Floorplan with the power grid:
Pins as bars on the die edge.
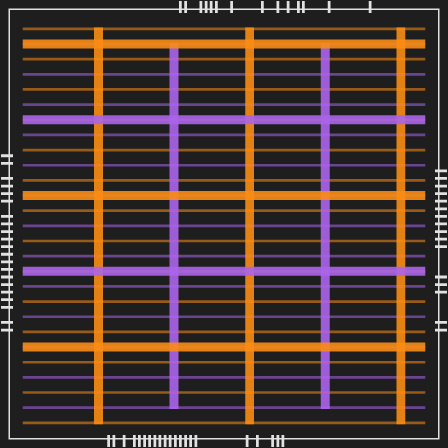
Clock routing:
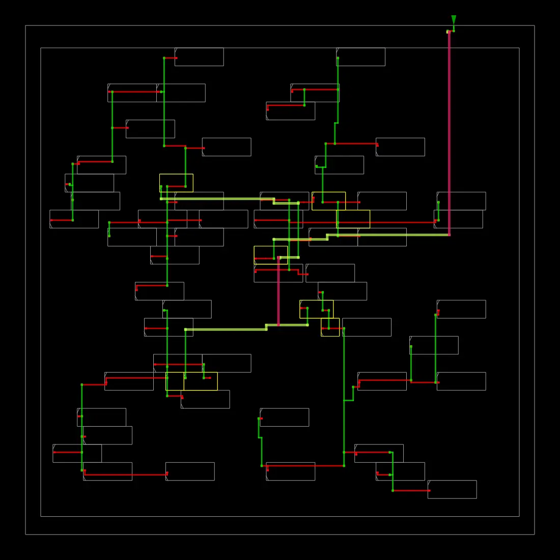
$ cat src/rtl/pipe_pkg.sv
// Shared definitions for the MIPS pipeline control path: opcode map,
// ALU-op classes, the EX control bundle and the hazard FSM states.
package pipe_pkg;

    localparam int unsigned OPCODE_W   = 6;
    localparam int unsigned REG_W      = 5;
    localparam int unsigned LAST_RTYPE = 4;
    localparam int unsigned LAST_ITYPE = 9;
    localparam int unsigned OP_LW      = 10;
    localparam int unsigned OP_SW      = 11;
    localparam int unsigned OP_BR      = 12;

    localparam logic [1:0] ALUOP_ADD   = 2'd0;
    localparam logic [1:0] ALUOP_SUB   = 2'd1;
    localparam logic [1:0] ALUOP_FUNCT = 2'd2;

    typedef struct packed {
        logic       reg_dst;
        logic       branch;
        logic       mem_read;
        logic       mem_to_reg;
        logic       mem_write;
        logic       alu_src;
        logic       reg_write;
        logic [1:0] alu_op;
    } ctrl_t;

    localparam ctrl_t CTRL_NOP = '0;

    typedef enum logic {
        ST_RUN,
        ST_STALL
    } state_t;

endpackage

$ cat src/rtl/ctrl_decode.sv
// Pure combinational opcode -> control bundle table, shared with the
// single-cycle core. Also flags undefined opcodes and rt-reading opcodes.
module ctrl_decode
    import pipe_pkg::*;
#(
    parameter int unsigned OP_W    = OPCODE_W,
    parameter int unsigned R_LAST  = LAST_RTYPE,
    parameter int unsigned I_LAST  = LAST_ITYPE,
    parameter int unsigned LW_CODE = OP_LW,
    parameter int unsigned SW_CODE = OP_SW,
    parameter int unsigned BR_CODE = OP_BR
) (
    input  logic [OP_W-1:0] opcode,
    output ctrl_t           ctrl,
    output logic            illegal,
    output logic            uses_rt
);

    logic [31:0] op32;

    assign op32 = {{(32-OP_W){1'b0}}, opcode};

    always_comb begin
        ctrl    = CTRL_NOP;
        illegal = 1'b0;
        uses_rt = 1'b0;
        if (op32 <= R_LAST) begin
            ctrl.reg_dst   = 1'b1;
            ctrl.reg_write = 1'b1;
            ctrl.alu_op    = ALUOP_FUNCT;
            uses_rt        = 1'b1;
        end else if (op32 <= I_LAST) begin
            ctrl.alu_src   = 1'b1;
            ctrl.reg_write = 1'b1;
            ctrl.alu_op    = ALUOP_FUNCT;
        end else if (op32 == LW_CODE) begin
            ctrl.mem_read   = 1'b1;
            ctrl.mem_to_reg = 1'b1;
            ctrl.alu_src    = 1'b1;
            ctrl.reg_write  = 1'b1;
            ctrl.alu_op     = ALUOP_ADD;
        end else if (op32 == SW_CODE) begin
            ctrl.mem_write = 1'b1;
            ctrl.alu_src   = 1'b1;
            ctrl.alu_op    = ALUOP_ADD;
            uses_rt        = 1'b1;
        end else if (op32 == BR_CODE) begin
            ctrl.branch = 1'b1;
            ctrl.alu_op = ALUOP_SUB;
            uses_rt     = 1'b1;
        end else begin
            illegal = 1'b1;
        end
    end

endmodule

$ cat src/rtl/pipe_ctrl_unit.sv
// ID/EX control register with load-use stall FSM, taken-branch squash
// and saturating stall/flush performance counters.
module pipe_ctrl_unit
    import pipe_pkg::*;
#(
    parameter int unsigned OPCODE_W   = pipe_pkg::OPCODE_W,
    parameter int unsigned REG_W      = pipe_pkg::REG_W,
    parameter int unsigned LAST_RTYPE = pipe_pkg::LAST_RTYPE,
    parameter int unsigned LAST_ITYPE = pipe_pkg::LAST_ITYPE,
    parameter int unsigned OP_LW      = pipe_pkg::OP_LW,
    parameter int unsigned OP_SW      = pipe_pkg::OP_SW,
    parameter int unsigned OP_BR      = pipe_pkg::OP_BR,
    parameter int unsigned LU_BUBBLES = 1,
    parameter int unsigned CNT_W      = 16
) (
    input  logic                clk,
    input  logic                rst,
    input  logic                id_valid,
    input  logic [OPCODE_W-1:0] id_opcode,
    input  logic [REG_W-1:0]    id_rs,
    input  logic [REG_W-1:0]    id_rt,
    input  logic                br_taken,
    output logic                ex_valid,
    output logic                ex_reg_dst,
    output logic                ex_branch,
    output logic                ex_mem_read,
    output logic                ex_mem_to_reg,
    output logic                ex_mem_write,
    output logic                ex_alu_src,
    output logic                ex_reg_write,
    output logic [1:0]          ex_alu_op,
    output logic [REG_W-1:0]    ex_rt,
    output logic                pc_write,
    output logic                ifid_write,
    output logic                ifid_flush,
    output logic                exmem_flush,
    output logic                illegal_op,
    output logic [CNT_W-1:0]    stall_cnt,
    output logic [CNT_W-1:0]    flush_cnt
);

    ctrl_t      id_ctrl;
    ctrl_t      ex_ctrl;
    logic       id_illegal;
    logic       id_uses_rt;
    logic       hz;
    logic       stalling;
    state_t     state;
    logic [2:0] bub_left;

    ctrl_decode #(
        .OP_W    (OPCODE_W),
        .R_LAST  (LAST_RTYPE),
        .I_LAST  (LAST_ITYPE),
        .LW_CODE (OP_LW),
        .SW_CODE (OP_SW),
        .BR_CODE (OP_BR)
    ) u_decode (
        .opcode  (id_opcode),
        .ctrl    (id_ctrl),
        .illegal (id_illegal),
        .uses_rt (id_uses_rt)
    );

    assign hz = ex_valid & ex_ctrl.mem_read & (ex_rt != '0) & id_valid &
                ((ex_rt == id_rs) | (id_uses_rt & (ex_rt == id_rt)));

    assign stalling = (state == ST_STALL) | hz;

    // A taken branch overrides any stall: the front end must refetch now.
    always_comb begin
        pc_write    = 1'b1;
        ifid_write  = 1'b1;
        ifid_flush  = 1'b0;
        exmem_flush = 1'b0;
        if (br_taken) begin
            ifid_flush  = 1'b1;
            exmem_flush = 1'b1;
        end else if (stalling) begin
            pc_write   = 1'b0;
            ifid_write = 1'b0;
        end
    end

    always_ff @(posedge clk) begin
        if (rst) begin
            state      <= ST_RUN;
            bub_left   <= '0;
            ex_ctrl    <= CTRL_NOP;
            ex_valid   <= 1'b0;
            ex_rt      <= '0;
            illegal_op <= 1'b0;
            stall_cnt  <= '0;
            flush_cnt  <= '0;
        end else if (br_taken) begin
            state      <= ST_RUN;
            bub_left   <= '0;
            ex_ctrl    <= CTRL_NOP;
            ex_valid   <= 1'b0;
            ex_rt      <= '0;
            illegal_op <= 1'b0;
            if (flush_cnt != '1) flush_cnt <= flush_cnt + 1'b1;
        end else if (stalling) begin
            ex_ctrl    <= CTRL_NOP;
            ex_valid   <= 1'b0;
            ex_rt      <= '0;
            illegal_op <= 1'b0;
            if (stall_cnt != '1) stall_cnt <= stall_cnt + 1'b1;
            if (state == ST_STALL) begin
                if (bub_left == 3'd1) state <= ST_RUN;
                bub_left <= bub_left - 3'd1;
            end else if (LU_BUBBLES > 1) begin
                state    <= ST_STALL;
                bub_left <= 3'(LU_BUBBLES - 1);
            end
        end else if (id_valid && !id_illegal) begin
            ex_ctrl    <= id_ctrl;
            ex_valid   <= 1'b1;
            ex_rt      <= id_rt;
            illegal_op <= 1'b0;
        end else begin
            // Undefined opcodes still occupy the slot so the fault is visible.
            ex_ctrl    <= CTRL_NOP;
            ex_valid   <= id_valid;
            ex_rt      <= '0;
            illegal_op <= id_valid;
        end
    end

    assign ex_reg_dst    = ex_ctrl.reg_dst;
    assign ex_branch     = ex_ctrl.branch;
    assign ex_mem_read   = ex_ctrl.mem_read;
    assign ex_mem_to_reg = ex_ctrl.mem_to_reg;
    assign ex_mem_write  = ex_ctrl.mem_write;
    assign ex_alu_src    = ex_ctrl.alu_src;
    assign ex_reg_write  = ex_ctrl.reg_write;
    assign ex_alu_op     = ex_ctrl.alu_op;

endmodule

$ cat config.mk
export PLATFORM = sky130hd
export DESIGN_NAME = pipe_ctrl_unit
export DESIGN_NICKNAME = d
export VERILOG_FILES = /design/src/rtl/pipe_pkg.sv /design/src/rtl/ctrl_decode.sv /design/src/rtl/pipe_ctrl_unit.sv
export SDC_FILE = /design/constraint.sdc
export NUM_CORES = 1
export LEC_CHECK = 0
export ABC_CLOCK_PERIOD_IN_PS = 2600
export CORE_MARGIN = 2
export CORE_UTILIZATION = 47
export CTS_CLUSTER_SIZE = 24
export DETAILED_ROUTE_END_ITERATION = 12
export GPL_ROUTABILITY_DRIVEN = 0
export PLACE_DENSITY = 0.88
export RECOVER_POWER = 100
export SLEW_MARGIN = 20
export SYNTH_ARGS = -nofsm -noshare
export SYNTH_HDL_FRONTEND = slang
export SYNTH_HIERARCHICAL = 1
export SYNTH_SLANG_ARGS = --single-unit
$ cat constraint.sdc
create_clock -name clk -period 2.6 [get_ports clk]
set_input_delay 0.39 -clock clk [delete_from_list [all_inputs] [get_ports clk]]
set_output_delay 0.39 -clock clk [all_outputs]
set_load 0.05 [all_outputs]
==> ci_impl_report.md <==
### Flow metrics

| Metric | Value |
|---|---|
| CP max-delay cell | or4_4 |
| Crit path largest cell delay | 0.58 ns |
| Adder-cell share of the synthesized area | 2.008% |
| Hold Path Stages | 2 |
| CTS tree | done |
| Largest net degree at the start of global routing | 41 |
| Initial DRC count | 131 |
| Fp_density | 48.80% |
| Log Warnings | 27 |
| Maximum buffer depth of the clock tree | 2 |
| Element type at the critical path end | primary output |
| Failing checks | max-capacitance violations, max-slew violations |
| Nets@finish | 388 |
| Commonest Layout Cell | dfxtp_1 |
| Top FF cell, synth | dfxtp_1 |
| Crit Path Category | flop to primary output |
| Number of max-cap violations | 1 |
| Fin util | 68.30% |
| DIE AREA | 5901 um^2 |
| Min Tclk post-route | 2.545 ns |
| Final wirelength | 6.056 mm |
| Post-synth seq share | 41.77% |
| Average cell area after synthesis | 8.870 um^2 |
| Slew @ Worst Pin | 1.679 ns |
| Reg2reg start | ex_rt[1] |
| FMAX | 392.9 MHz |
| Ys Warns | 6 |
| DP HPWL | 4.464 mm |
| Pwr Total | 1.427 mW |
| # Cells Yosys | 281 |
| Share of the synthesized area in the top cell type | 41.77% |
| GRT Residual Overflow | 0 |
| Layout cells sized above 1 | 12.33% |
| Port bufs | 71 |
| Final antenna-violating net count | 0 |
| Ys async rst share | 0% |
| Cell type with the largest total area | dfxtp_1 |
| First-pass GRT wire length | 10.24 mm |
| Layout Cells excl Fill | 435 |
| Depth of the most critical reg-to-reg path | 7 |
| Worst Hold Slack | 0.5021 ns |
| Synth Net Count | 305 |
| Register Area | 1041 um^2 |
| Yosys chip area | 2492 um^2 |
| CP arrival | 2.16 ns |
| Hold Startpoint | bub_left[1] |
| DR pass1 iterations | 4 |
| XORs/XNORs by Area | 10.19% |
| Slew Limit Fails | 41 |
| Dpl cells | 422 |
| Fin crit share | 97.89% |
| Worst Path Buf+Inv | 2 |
| Simple-Gate Area Share | 27.41% |
| Slew headroom | -11.92% |
| Average vias per placed instance | 5.474 |
| Initial antenna violation count | 0 |
| Reg2Reg Setup Slack | 0.29 ns |
| Commonest non-fill, non-tap cells in the layout | dfxtp_1, dlygate4sd3_1, nor2_1 |
| Critical Path, Cell by Cell | or4_4 > o2111ai_4 > nor2_1 > a22oi_2 > buf_6 > buf_12 |
| Biggest area cells | dfxtp_1, xnor2_1, xor2_1 |
| Cell Area, Synth | 2492 um^2 |
| Final setup vio count | 0 |
| Cell Rows | 26 |
| Biggest regs | flush_cnt (16), stall_cnt (16), ex_rt (5) |
| H-tree levels | 2 |
| Clock Sinks | 52 |
| Root Driver | clkbuf_8 |
| Clock Latency Late Sink | 0.30 ns |
| Ant. Diodes | 0 |
| Critical path required time | 2.21 ns |
| Hold Crit Class | flop to flop |
| #FFs+latches synth | 52 |
| Final-layout fill cell count | 409 |
| Post-synth top cells | dfxtp_1, nor2_1, and2_1, nand2_1 |
| Wire per inst | 13.92 um |
| Logic area | 1356 um^2 |
| GRT Overall Usage | 21.19% |
| Crit path launch type | flop |
| Top Ports | 72 |
| Area growth syn-to-layout | 39.96% |
| Top logic family | simple AND/OR/NAND/NOR gates |
| Routed vias | 2381 |
| Number of hold violations in the final report | 0 |
| Vias in the first global route | 2268 |
| Post-Synth AOI/OAI Area | 11.24% |
| Leakage power | 1.411 nW |
| CP Max Fanout | 6 |
| Yosys top cell by instances | dfxtp_1 |
| Worst-path clk slew | 0.09 ns |
| Synth unique cells | 46 |
| Post-synth mux share | 2.661% |
| Pwr per Cell Area | 409.0 nW/um^2 |
| CP delay by family, top | simple AND/OR/NAND/NOR gates |
| Final setup TNS | 0 ns |
| Final routed DRC violation total | 0 |
| Outcome | finished, violations left |
| Mapped Cells | 281 |
| EDFF count, synth | 0 |
| Reg2reg end | ex_rt[4] |
| Hold endpoint | bub_left[1] |
## Picture notes: 'floorplan with the power grid'
[VSS] orange
[VDD] purple
met1 rails: 27
met5 straps: 5
rows: 26
signal pins: 72
Die Y: 76.82 um
IR drop worst, VDD: 294.9 uV
core area: 5107 um^2
die width: 76.82 um

## Picture notes: 'clock routing'
Final Skew: 0.01080 ns
CTS Buf Count: 5

[metal layers]
layer,vias to the layer above,track usage [%],wire length [um]
li1,1143,-,-
met1,1128,22.85,2348
met2,88,37.46,3059
met3,22,7.529,470
met4,0,8.727,176
met5,-,0,0
[layout make-up]
class / count / share of cell area (%)
Multi-Input combinational cell: 205 / 38.88
Timing Repair Buffer: 91 / 25.00
Clock buffer: 6 / 2.367
Inverter: 9 / 0.9684
Clock inverter: 2 / 0.4304
Sequential cell: 52 / 29.84
Tap cell: 70 / 2.511
[stage by stage]
| step | worst slack, ns | instance area, um^2 |
|---|---|---|
| 3_3_place_gp | -0.01119 | 3334 |
| 2_1_floorplan | 0.08002 | 2495 |
| 4_1_cts | 0.01764 | 3457 |
| 5_1_grt | -0.008076 | 3488 |
| 6_report | 0.05477 | 3488 |
| 3_5_place_dp | -0.1456 | 3334 |
[how the worst max path moves through the flow]
stage,to,start,depth (start not counted)
after floorplan,pc_write,ex_rt[1],6
after global placement,stall_cnt[6],id_opcode[5],9
after detailed placement,stall_cnt[6],id_opcode[5],9
after CTS,ifid_write,ex_rt[1],6
after global routing,ifid_write,ex_rt[1],6
final,ifid_write,ex_rt[1],6
[tightest hold or removal path, delay by kind of cell, from the launching register on]
kind / cells / cell delay (ns)
simple gates: 1 / 0.08
compound gates: 1 / 0.06
flops: 1 / 0.32
[report_power, final]
group	internal, mW	switching, mW	leakage (nW)	total [mW]
sequential	0.801	0.00751	0.419	0.809
clock	0.216	0.260	0.0434	0.476
combinational	0.0648	0.0775	0.949	0.142
[timing repair]
action                                 4_1_cts  5_1_grt
hold buffers                                 0        0
setup endpoints to repair                    2        2
buffers inserted                             1        4
pin swaps                                    1        4
endpoints found under the hold margin        0        0
resized                                      2        4
Power is estimated from default activity; no workload was simulated.
